<file path="src/rtl/button_conditioner.sv">
`default_nettype none
// ============================================================================
// Module   : button_conditioner
// Brief    : Synchronizes and debounces active-low push buttons and emits a
//            clean level plus one-cycle press / release / long-press pulses.
//            Define BTN_AUTOREPEAT_EN to re-pulse press while a long hold lasts.
// Revision : 1.0  initial release
// ============================================================================
module button_conditioner #(
   parameter int N_BTN           = 2,
   parameter int DEBOUNCE_CYCLES = 1_000_000,
   parameter int LONG_CYCLES     = 50_000_000,
   parameter int REPEAT_CYCLES   = 12_500_000
) (
   input  logic             clk,
   input  logic             reset,
   input  logic [N_BTN-1:0] btn_n,
   output logic [N_BTN-1:0] level,
   output logic [N_BTN-1:0] press,
   output logic [N_BTN-1:0] release_pulse,   // `release` is a reserved word
   output logic [N_BTN-1:0] long_press
);

   localparam int c_DCNT_W   = $clog2(DEBOUNCE_CYCLES);
   localparam int c_HOLD_MAX = (LONG_CYCLES > REPEAT_CYCLES) ? LONG_CYCLES : REPEAT_CYCLES;
   localparam int c_HCNT_W   = $clog2(c_HOLD_MAX);

   localparam logic [c_DCNT_W-1:0] c_DCNT_MAX = c_DCNT_W'(DEBOUNCE_CYCLES - 1);
   localparam logic [c_DCNT_W-1:0] c_DCNT_ONE = c_DCNT_W'(1);
   localparam logic [c_HCNT_W-1:0] c_LONG_MAX = c_HCNT_W'(LONG_CYCLES - 1);
   localparam logic [c_HCNT_W-1:0] c_HCNT_ONE = c_HCNT_W'(1);
`ifdef BTN_AUTOREPEAT_EN
   localparam logic [c_HCNT_W-1:0] c_REP_MAX  = c_HCNT_W'(REPEAT_CYCLES - 1);
`endif

   localparam logic [1:0] c_IDLE = 2'd0;
   localparam logic [1:0] c_HELD = 2'd1;
   localparam logic [1:0] c_LONG = 2'd2;

   for (genvar i = 0; i < N_BTN; i++) begin : g_btn
      logic                r_sync1;
      logic                r_sync2;
      logic [c_DCNT_W-1:0] r_dcnt;
      logic                r_level;
      logic                r_press;
      logic                r_release;
      logic                r_long;
      logic [1:0]          r_state;
      logic [c_HCNT_W-1:0] r_hcnt;
      logic                w_accept;
      logic                w_acc_press;
      logic                w_acc_release;

      // A change is accepted on the sample that completes the stable run.
      assign w_accept      = (r_sync2 != r_level) && (r_dcnt == c_DCNT_MAX);
      assign w_acc_press   = w_accept &  r_sync2;
      assign w_acc_release = w_accept & ~r_sync2;

      always_ff @(posedge clk or negedge reset) begin
         if (!reset) begin
            r_sync1   <= 1'b0;
            r_sync2   <= 1'b0;
            r_dcnt    <= '0;
            r_level   <= 1'b0;
            r_press   <= 1'b0;
            r_release <= 1'b0;
            r_long    <= 1'b0;
            r_state   <= c_IDLE;
            r_hcnt    <= '0;
         end else begin
            r_sync1   <= ~btn_n[i];
            r_sync2   <= r_sync1;
            r_press   <= 1'b0;
            r_release <= 1'b0;
            r_long    <= 1'b0;

            if (r_sync2 == r_level) begin
               r_dcnt <= '0;
            end else if (r_dcnt != c_DCNT_MAX) begin
               r_dcnt <= r_dcnt + c_DCNT_ONE;
            end else begin
               r_dcnt  <= '0;
               r_level <= r_sync2;
            end

            // Release wins over a long or repeat pulse falling on the same edge.
            case (r_state)
               c_IDLE: begin
                  if (w_acc_press) begin
                     r_state <= c_HELD;
                     r_hcnt  <= '0;
                     r_press <= 1'b1;
                  end
               end
               c_HELD: begin
                  if (w_acc_release) begin
                     r_state   <= c_IDLE;
                     r_release <= 1'b1;
                  end else if (r_hcnt == c_LONG_MAX) begin
                     r_state <= c_LONG;
                     r_long  <= 1'b1;
`ifdef BTN_AUTOREPEAT_EN
                     r_hcnt  <= '0;
`endif
                  end else begin
                     r_hcnt <= r_hcnt + c_HCNT_ONE;
                  end
               end
               c_LONG: begin
                  if (w_acc_release) begin
                     r_state   <= c_IDLE;
                     r_release <= 1'b1;
                  end
`ifdef BTN_AUTOREPEAT_EN
                  else if (r_hcnt == c_REP_MAX) begin
                     r_press <= 1'b1;
                     r_hcnt  <= '0;
                  end else begin
                     r_hcnt <= r_hcnt + c_HCNT_ONE;
                  end
`endif
               end
               default: begin
                  r_state <= c_IDLE;
               end
            endcase
         end
      end

      assign level[i]         = r_level;
      assign press[i]         = r_press;
      assign release_pulse[i] = r_release;
      assign long_press[i]    = r_long;
   end

endmodule
`default_nettype wire

</file>
<file path="config.mk">
export PLATFORM = sky130hd
export DESIGN_NAME = button_conditioner
export DESIGN_NICKNAME = d
export VERILOG_FILES = /design/src/rtl/button_conditioner.sv
export SDC_FILE = /design/constraint.sdc
export NUM_CORES = 1
export LEC_CHECK = 0
export ABC_AREA = 1
export CAP_MARGIN = 20
export CORE_UTILIZATION = 63
export CTS_CLUSTER_SIZE = 10
export DETAILED_ROUTE_END_ITERATION = 6
export PLACE_DENSITY = 0.77
export SYNTH_ARGS = -nofsm -noshare
export SYNTH_HDL_FRONTEND = slang
export SYNTH_SLANG_ARGS = --single-unit
</file>
<file path="constraint.sdc">
create_clock -name clk -period 2.2 [get_ports clk]
set_input_delay 0.44 -clock clk [delete_from_list [all_inputs] [get_ports clk]]
set_output_delay 0.44 -clock clk [all_outputs]
set_load 0.01 [all_outputs]
</file>
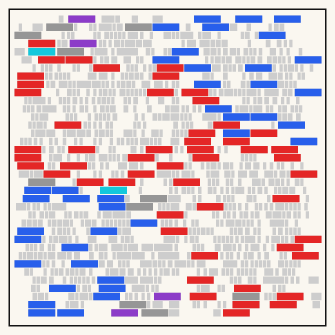
*Sequential cells grouped by signal name, run 1*
(3 px per micron) Other sequential cells in the stronger gray, the rest of the logic in the fainter gray.
- red: g_btn.r_hcnt (flops 52; where all over the die)
- blue: g_btn.r_dcnt (flops 40; where all over the die)
- purple: g_btn.r_state (flops 4)
- cyan: g_btn.r_sync2 (flops 2)

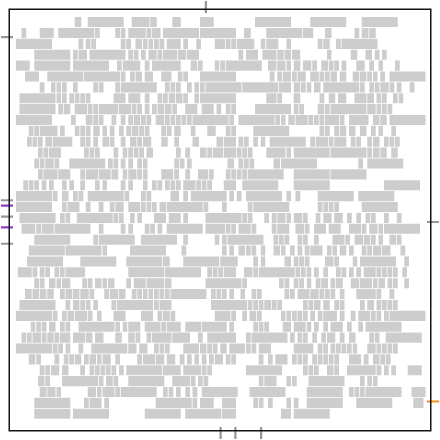
*Ports around the boundary, run 1*
(4 px per micron) Pins as bars across the die edge, other pins in gray.
- orange: reset (pins 1; direction input; edge east)
- purple: btn_n (pins 2; direction input; edge west)
- all pins by edge: 6 west, 3 south, 2 east, 1 north

==> run_summary.xml, run 1 <==
<?xml version="1.0" encoding="UTF-8"?>
<metrics>
  <group name="run_status">
    <metric name="run_status" unit="">completed</metric>
  </group>
  <group name="yosys">
    <metric name="yosys_warnings" unit="">0</metric>
    <metric name="synthesis.instances" unit="">947</metric>
  </group>
  <group name="floorplanning">
    <metric name="chipHeight" unit="microns">105</metric>
    <metric name="fp.dieArea" unit="sq um">11000</metric>
    <metric name="tapcells_inserted" unit="">136</metric>
    <metric name="num_rows" unit="">37</metric>
  </group>
  <group name="layout">
    <metric name="num-fill-cells" unit="">880</metric>
    <metric name="buffer_area_share" unit="%">2.48</metric>
    <metric name="commonest_non_fill_non_tap_cell_in_the_layout" unit="">sky130_fd_sc_hd__nand2_1</metric>
    <metric name="dominant-cell-class" unit="">logic gates</metric>
    <metric name="number_of_non_clock_buffers_in_the_layout" unit="">18</metric>
    <metric name="final-comb-area" unit="sq um">3380</metric>
    <metric name="finished_layout_cell_area" unit="sq um">7060</metric>
    <metric name="nFlopsAndLatches" unit="">108</metric>
    <metric name="nNetsFinal" unit="">972</metric>
  </group>
  <group name="cts">
    <metric name="post_cts_buffers" unit="">0</metric>
    <metric name="tritoncts_num_sinks" unit="">108</metric>
    <metric name="insertion_delay" unit="ns">0.40</metric>
    <metric name="ctsLongestPathBuffers" unit="">2</metric>
    <metric name="clk_transition_reported_paths" unit="ns">0.11</metric>
    <metric name="cts_tree" unit="">done</metric>
  </group>
  <group name="setup_path">
    <metric name="ordered_list_of_cells_on_the_worst_path" unit="">ha_1 &gt; nand3_2 &gt; nor2_2 &gt; nand3_2 &gt; nand2_2 &gt; nand2_2 &gt; nor2_8 &gt; nand2_1 &gt; nand2_1</metric>
    <metric name="slowest_stage" unit="">sky130_fd_sc_hd__dfrtp_1</metric>
    <metric name="critPathRequiredTime" unit="ns">2.53</metric>
    <metric name="critical_path_arrival" unit="ns">2.24</metric>
    <metric name="timing.reg2reg.worst_path_depth" unit="">9</metric>
  </group>
  <group name="global_routing">
    <metric name="track_usage" unit="%">27.5</metric>
    <metric name="gr-total-overflow" unit="">0</metric>
  </group>
  <group name="detailed_routing">
    <metric name="dr.first_iter.drc_count" unit="">367</metric>
    <metric name="avgViaCountPerCell" unit="">5.22</metric>
  </group>
  <group name="final_timing">
    <metric name="hold_violations" unit="">0</metric>
    <metric name="final_tally_of_max_slew_violations" unit="">0</metric>
    <metric name="timing.final.crit_period" unit="ns">1.90</metric>
    <metric name="fin_crit_sh" unit="%">86.6</metric>
    <metric name="rsz0062_at_grt" unit="">no</metric>
    <metric name="slew_headroom" unit="%">65.1</metric>
  </group>
  <group name="min_path">
    <metric name="worst_hold_startpoint" unit="">g_btn[1].r_sync1$_DFF_PN0_</metric>
    <metric name="hold_path.class" unit="">register to register</metric>
    <metric name="hold_depth" unit="">0</metric>
  </group>
  <group name="place">
    <metric name="numPlacedInstances" unit="">1082</metric>
    <metric name="dp_hpwl" unit="microns">10400</metric>
  </group>
  <group name="pwr">
    <metric name="power_drawn_by_the_combinational_cells" unit="W">0.0000918</metric>
    <metric name="power.share.clock" unit="%">35.2</metric>
    <metric name="pwr.group.sequential" unit="W">0.00200</metric>
    <metric name="clockNetworkPower" unit="W">0.00114</metric>
  </group>
</metrics>
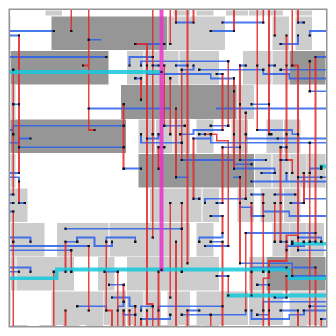
*A small window of the routed layout, run 1*
Region (40, 19) to (65, 44) microns. Cells in gray, sequential cells in the stronger gray; small squares are vias.
- magenta: met4
- red: met2
- blue: met1
- cyan: met3
- sequential cells in the window: 6
- cells with their middle in the window: 53
- most frequent: nand2_1 (19), nor2_1 (7), dfrtp_1 (6)
- netlist names of flops here include: g_btn.r_hcnt (3)

==> run 1: synthesized netlist by cell type (all sizes together) <==
| cell type | instances | area, sq um |
|---|---|---|
| dfrtp | 108 | 2700 |
| clkinv | 1 | 3.75 |
| nand2 | 346 | 1360 |
| nor3 | 25 | 135 |
| clkbuf | 1 | 13.8 |
| or2 | 1 | 6.26 |
| and2 | 1 | 6.26 |
| xor2 | 41 | 359 |
| nor3b | 2 | 15.0 |
| a31oi | 3 | 18.8 |
| nand3 | 63 | 353 |
| nand4 | 22 | 144 |
| xnor2 | 9 | 78.8 |
| o21ai | 12 | 67.6 |
| nor2 | 147 | 619 |
| ha | 10 | 125 |
| nor4 | 3 | 18.8 |
| a21oi | 14 | 70.1 |
| buf | 17 | 131 |
| inv | 120 | 450 |
| and3 | 1 | 6.26 |
==> run 1: routing by layer <==
layer	vias to the layer above	share of wire, %	track usage, %
met5	-	0	0
met2	112	48	45.0
met1	2665	47	36.9
met3	15	4.1	6.18
li1	2937	-	-
met4	0	0.89	7.34
==> run 1: flip-flops by register name, summed over array words and instances, names as in the netlist <==
signal and count:
g_btn.r_hcnt 52, g_btn.r_press 2, g_btn.r_long 2, g_btn.r_release 2, g_btn.r_level 2, g_btn.r_state 4, g_btn.r_sync1 2, g_btn.r_dcnt 40
g_btn.r_sync2 2
==> run 1: critical path: cells and delay by family (launching register included) <==
family | cells | cell delay [ns]
simple gates | 8 | 1.20
flops | 1 | 0.39
fa+ha+maj | 1 | 0.23
==> run 1: logic make-up after synthesis <==
group           count (synthesis)  share of synthesized area [%]
simple gates                  611                           39.9
xor+xnor                       50                           6.55
fa+ha+maj                      10                           1.87
flops                         108                           40.4
compound gates                 29                           2.34
buf+inv                       139                           8.96
## Run 2: what changed since run 1
--- a/config.mk
+++ b/config.mk
@@ -8,6 +8,7 @@
 export ABC_AREA = 1
 export CAP_MARGIN = 20
 export CORE_UTILIZATION = 63
+export CTS_CLUSTER_DIAMETER = 80
 export CTS_CLUSTER_SIZE = 10
 export DETAILED_ROUTE_END_ITERATION = 6
 export PLACE_DENSITY = 0.77
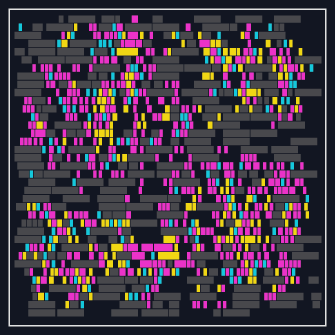
*Logic cells by family, run 2*
(3 px per micron)
- cyan: inverters (cells 121; most used inv_1; where all over the die)
- magenta: NAND gates (cells 431; most used nand2_1; where all over the die)
- yellow: NOR gates (cells 177; most used nor2_1; where all over the die)

==> run 2 against run 1 <==
Net effect:
- cell area unchanged
- cell count stayed put
- first-iteration DRC count stayed put
- via count did not move
- synthesized area unchanged
- sequential power about the same
- sequential share of layout area unchanged
- maximum frequency did not move
- sequential cell count did not move
- synthesized cell count unchanged
- critical path type unchanged
- worst setup slack unchanged
==> run_summary.xml, run 2 <==
<?xml version="1.0" encoding="UTF-8"?>
<metrics>
  <group name="detailed_routing">
    <metric name="via_count" unit="">5729</metric>
    <metric name="drt-met1-wl" unit="microns">6580</metric>
    <metric name="detail_route.drc_violations" unit="">0</metric>
    <metric name="wl_met3" unit="microns">581</metric>
    <metric name="drtPass1Iterations" unit="">5</metric>
    <metric name="route.top_layer_used" unit="">met4</metric>
    <metric name="avgViaCountPerCell" unit="">5.22</metric>
    <metric name="wl_met2" unit="microns">6730</metric>
    <metric name="dr.first_iter.drc_count" unit="">367</metric>
  </group>
  <group name="cts">
    <metric name="root_buffer" unit="">sky130_fd_sc_hd__clkbuf_8</metric>
    <metric name="cts_tree" unit="">done</metric>
    <metric name="insertion_delay" unit="ns">0.40</metric>
    <metric name="tritoncts_num_sinks" unit="">108</metric>
    <metric name="cts_made_buffers" unit="">9</metric>
    <metric name="ctsLongestPathBuffers" unit="">2</metric>
    <metric name="cts_resized" unit="">0</metric>
    <metric name="ctsHoldBuffers" unit="">1</metric>
    <metric name="post_cts_buffers" unit="">0</metric>
    <metric name="clk_transition_reported_paths" unit="ns">0.11</metric>
  </group>
  <group name="final_timing">
    <metric name="tightestPinTransition" unit="ns">0.522</metric>
    <metric name="final_tally_of_max_slew_violations" unit="">0</metric>
    <metric name="slew_headroom" unit="%">65.1</metric>
    <metric name="hold_violations" unit="">0</metric>
    <metric name="fin_crit_sh" unit="%">86.6</metric>
    <metric name="number_of_setup_violations_in_the_final_report" unit="">0</metric>
    <metric name="timing.hold.ws" unit="ns">0.365</metric>
    <metric name="timing.final.crit_period" unit="ns">1.90</metric>
    <metric name="rsz0062_at_grt" unit="">no</metric>
  </group>
  <group name="setup_path">
    <metric name="timing.reg2reg.worst_path_depth" unit="">9</metric>
    <metric name="crit-reg2reg-capture" unit="">g_btn[1].r_hcnt[2]$_DFFE_PN0P_</metric>
    <metric name="critPathRequiredTime" unit="ns">2.53</metric>
    <metric name="crit_path_end" unit="">g_btn[1].r_hcnt[2]$_DFFE_PN0P_</metric>
    <metric name="crit_path_max_fanout" unit="">26</metric>
    <metric name="startpoint_type" unit="">register</metric>
    <metric name="critical_path_arrival" unit="ns">2.24</metric>
    <metric name="beginning_of_the_critical_path" unit="">g_btn[1].r_dcnt[0]$_DFF_PN0_</metric>
    <metric name="regToRegSetupSlack" unit="ns">0.30</metric>
  </group>
  <group name="min_path">
    <metric name="worstHoldEndpoint" unit="">g_btn[1].r_sync2$_DFF_PN0_</metric>
    <metric name="hold_depth" unit="">0</metric>
    <metric name="worst_hold_startpoint" unit="">g_btn[1].r_sync1$_DFF_PN0_</metric>
    <metric name="hold_path.class" unit="">register to register</metric>
  </group>
  <group name="yosys">
    <metric name="edff_count_synth" unit="">0</metric>
    <metric name="yosysMostFrequentCell" unit="">sky130_fd_sc_hd__nand2_1</metric>
    <metric name="yosys_register_bits" unit="">108</metric>
    <metric name="synth_async_sr_flop_share" unit="%">100</metric>
    <metric name="synth.cells.most_frequent" unit="">327 x sky130_fd_sc_hd__nand2_1, 135 x sky130_fd_sc_hd__nor2_1, 114 x sky130_fd_sc_hd__inv_1, 108 x sky130_fd_sc_hd__dfrtp_1, 57 x sky130_fd_sc_hd__nand3_1</metric>
    <metric name="yosys_warnings" unit="">0</metric>
    <metric name="ys_dominant_reg_cell" unit="">sky130_fd_sc_hd__dfrtp_1</metric>
    <metric name="synth_area_leader_cell" unit="">sky130_fd_sc_hd__dfrtp_1</metric>
    <metric name="syn_area_per_cell" unit="sq um">7.06</metric>
    <metric name="synth_largest_type_area_fraction" unit="%">40.4</metric>
    <metric name="topCellsByArea" unit="">sky130_fd_sc_hd__dfrtp_1 40%, sky130_fd_sc_hd__nand2_1 18%, sky130_fd_sc_hd__nor2_1 7.6%</metric>
    <metric name="synthesis.instances" unit="">947</metric>
    <metric name="yosys.stat.chipArea" unit="sq um">6690</metric>
  </group>
  <group name="layout">
    <metric name="largest_reg_flops" unit="">52</metric>
    <metric name="max_flop_register" unit="">g_btn.r_hcnt</metric>
    <metric name="commonest_non_fill_non_tap_cell_in_the_layout" unit="">sky130_fd_sc_hd__nand2_1</metric>
    <metric name="largest_registers" unit="">g_btn.r_hcnt (52), g_btn.r_dcnt (40), g_btn.r_state (4)</metric>
    <metric name="final_cell_mix" unit="">327 x sky130_fd_sc_hd__nand2_1, 135 x sky130_fd_sc_hd__nor2_1, 114 x sky130_fd_sc_hd__inv_1, 108 x sky130_fd_sc_hd__dfrtp_1, 57 x sky130_fd_sc_hd__nand3_1</metric>
    <metric name="fin_cells" unit="">1098</metric>
    <metric name="num-fill-cells" unit="">880</metric>
    <metric name="areaGrowthSynthToFinish" unit="%">5.56</metric>
    <metric name="nNetsFinal" unit="">972</metric>
  </group>
  <group name="pwr">
    <metric name="power.share.clock" unit="%">35.2</metric>
    <metric name="share_of_power_burned_in_registers" unit="%">62.0</metric>
    <metric name="p_per_area" unit="nW/um^2">458</metric>
    <metric name="static-leakage-power" unit="nW">3.51</metric>
    <metric name="irDropWorstVdd" unit="V">0.000396</metric>
    <metric name="power.share.combinational" unit="%">2.8</metric>
  </group>
  <group name="job">
    <metric name="drv_cap" unit="">0</metric>
    <metric name="log.warning_count" unit="">30</metric>
  </group>
  <group name="place">
    <metric name="dp_hpwl" unit="microns">10400</metric>
    <metric name="port_buffers" unit="">11</metric>
    <metric name="numPlacedInstances" unit="">1082</metric>
  </group>
  <group name="global_routing">
    <metric name="grt_first_pass_wirelength" unit="microns">24300</metric>
    <metric name="global_route.usage.met3" unit="%">6.18</metric>
    <metric name="grt_max_degree" unit="">42</metric>
    <metric name="globalRouteMet1Util" unit="%">36.9</metric>
    <metric name="use_met2" unit="%">45.0</metric>
    <metric name="antenna_found_initial" unit="">0</metric>
    <metric name="gr-total-overflow" unit="">0</metric>
    <metric name="track_usage" unit="%">27.5</metric>
    <metric name="grt_peak_use_layer" unit="">met2</metric>
  </group>
  <group name="floorplanning">
    <metric name="pin_count" unit="">12</metric>
    <metric name="fp.dieArea" unit="sq um">11000</metric>
    <metric name="num_rows" unit="">37</metric>
    <metric name="chipHeight" unit="microns">105</metric>
    <metric name="die_width" unit="microns">105</metric>
  </group>
  <group name="run_status">
    <metric name="run_status" unit="">completed</metric>
  </group>
</metrics>
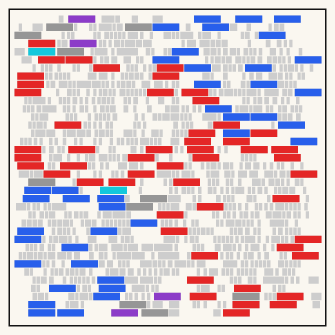
*Sequential cells grouped by signal name, run 2*
(3 px per micron) Other sequential cells in the stronger gray, the rest of the logic in the fainter gray.
sequential cell area in the final layout: 2700 sq um
share of the core filled with cells in the final layout: 68.4%
power in sequential cells: 0.00200 W
fraction of standard cell area that is sequential: 38.3%

==> run 2: cell families (layout without fill, tap and decap cells) <==
family / after synthesis / in the layout / synth area share, %
AND/OR/NAND/NOR: 611 / 611 / 39.9
buffers and inverters: 139 / 154 / 8.96
flip-flops: 108 / 108 / 40.4
XOR/XNOR: 50 / 50 / 6.55
AND-OR/OR-AND: 29 / 29 / 2.34
adder cells (fa/ha/maj): 10 / 10 / 1.87
==> run 2: final cells by class <==
type                    instances  area (sq um)  area share (%)
inverters                     121           454            6.44
multi-input cells             700          3380            48.0
clock buffers                   9           124            1.76
flip-flops and latches        108          2700            38.3
well taps                     136           170            2.41
clock inverters                 6          47.5           0.674
repair buffers                 18           175            2.48
==> run 2: power by group through the flow <==
stage	registers [W]	logic, W	clock network, W
after floorplan	0.00204	0.0000304	0
after global placement	0.00204	0.0000910	0
after detailed placement	0.00204	0.0000935	0
after CTS	0.00200	0.0000953	0.00117
after global routing	0.00201	0.000108	0.00125
final	0.00200	0.0000918	0.00114
==> run 2: worst max-delay path, cell delays in order (launching register included) <==
cell	delay, ns
sky130_fd_sc_hd__dfrtp_1	0.39
sky130_fd_sc_hd__ha_1	0.23
sky130_fd_sc_hd__nand3_2	0.14
sky130_fd_sc_hd__nor2_2	0.22
sky130_fd_sc_hd__nand3_2	0.10
sky130_fd_sc_hd__nand2_2	0.13
sky130_fd_sc_hd__nand2_2	0.11
sky130_fd_sc_hd__nor2_8	0.32
sky130_fd_sc_hd__nand2_1	0.10
sky130_fd_sc_hd__nand2_1	0.08
==> run 2: per-stage QoR <==
step	setup slack [ns]	utilization, %	cell area (sq um)
2_1_floorplan	0.563	-	6690
3_3_place_gp	0.374	66.6	6880
3_5_place_dp	0.326	66.6	6880
4_1_cts	0.296	68.4	7060
5_1_grt	0.118	68.4	7060
6_report	0.295	68.4	7060
No activity file was given, so power comes from the tool's default toggle rates.
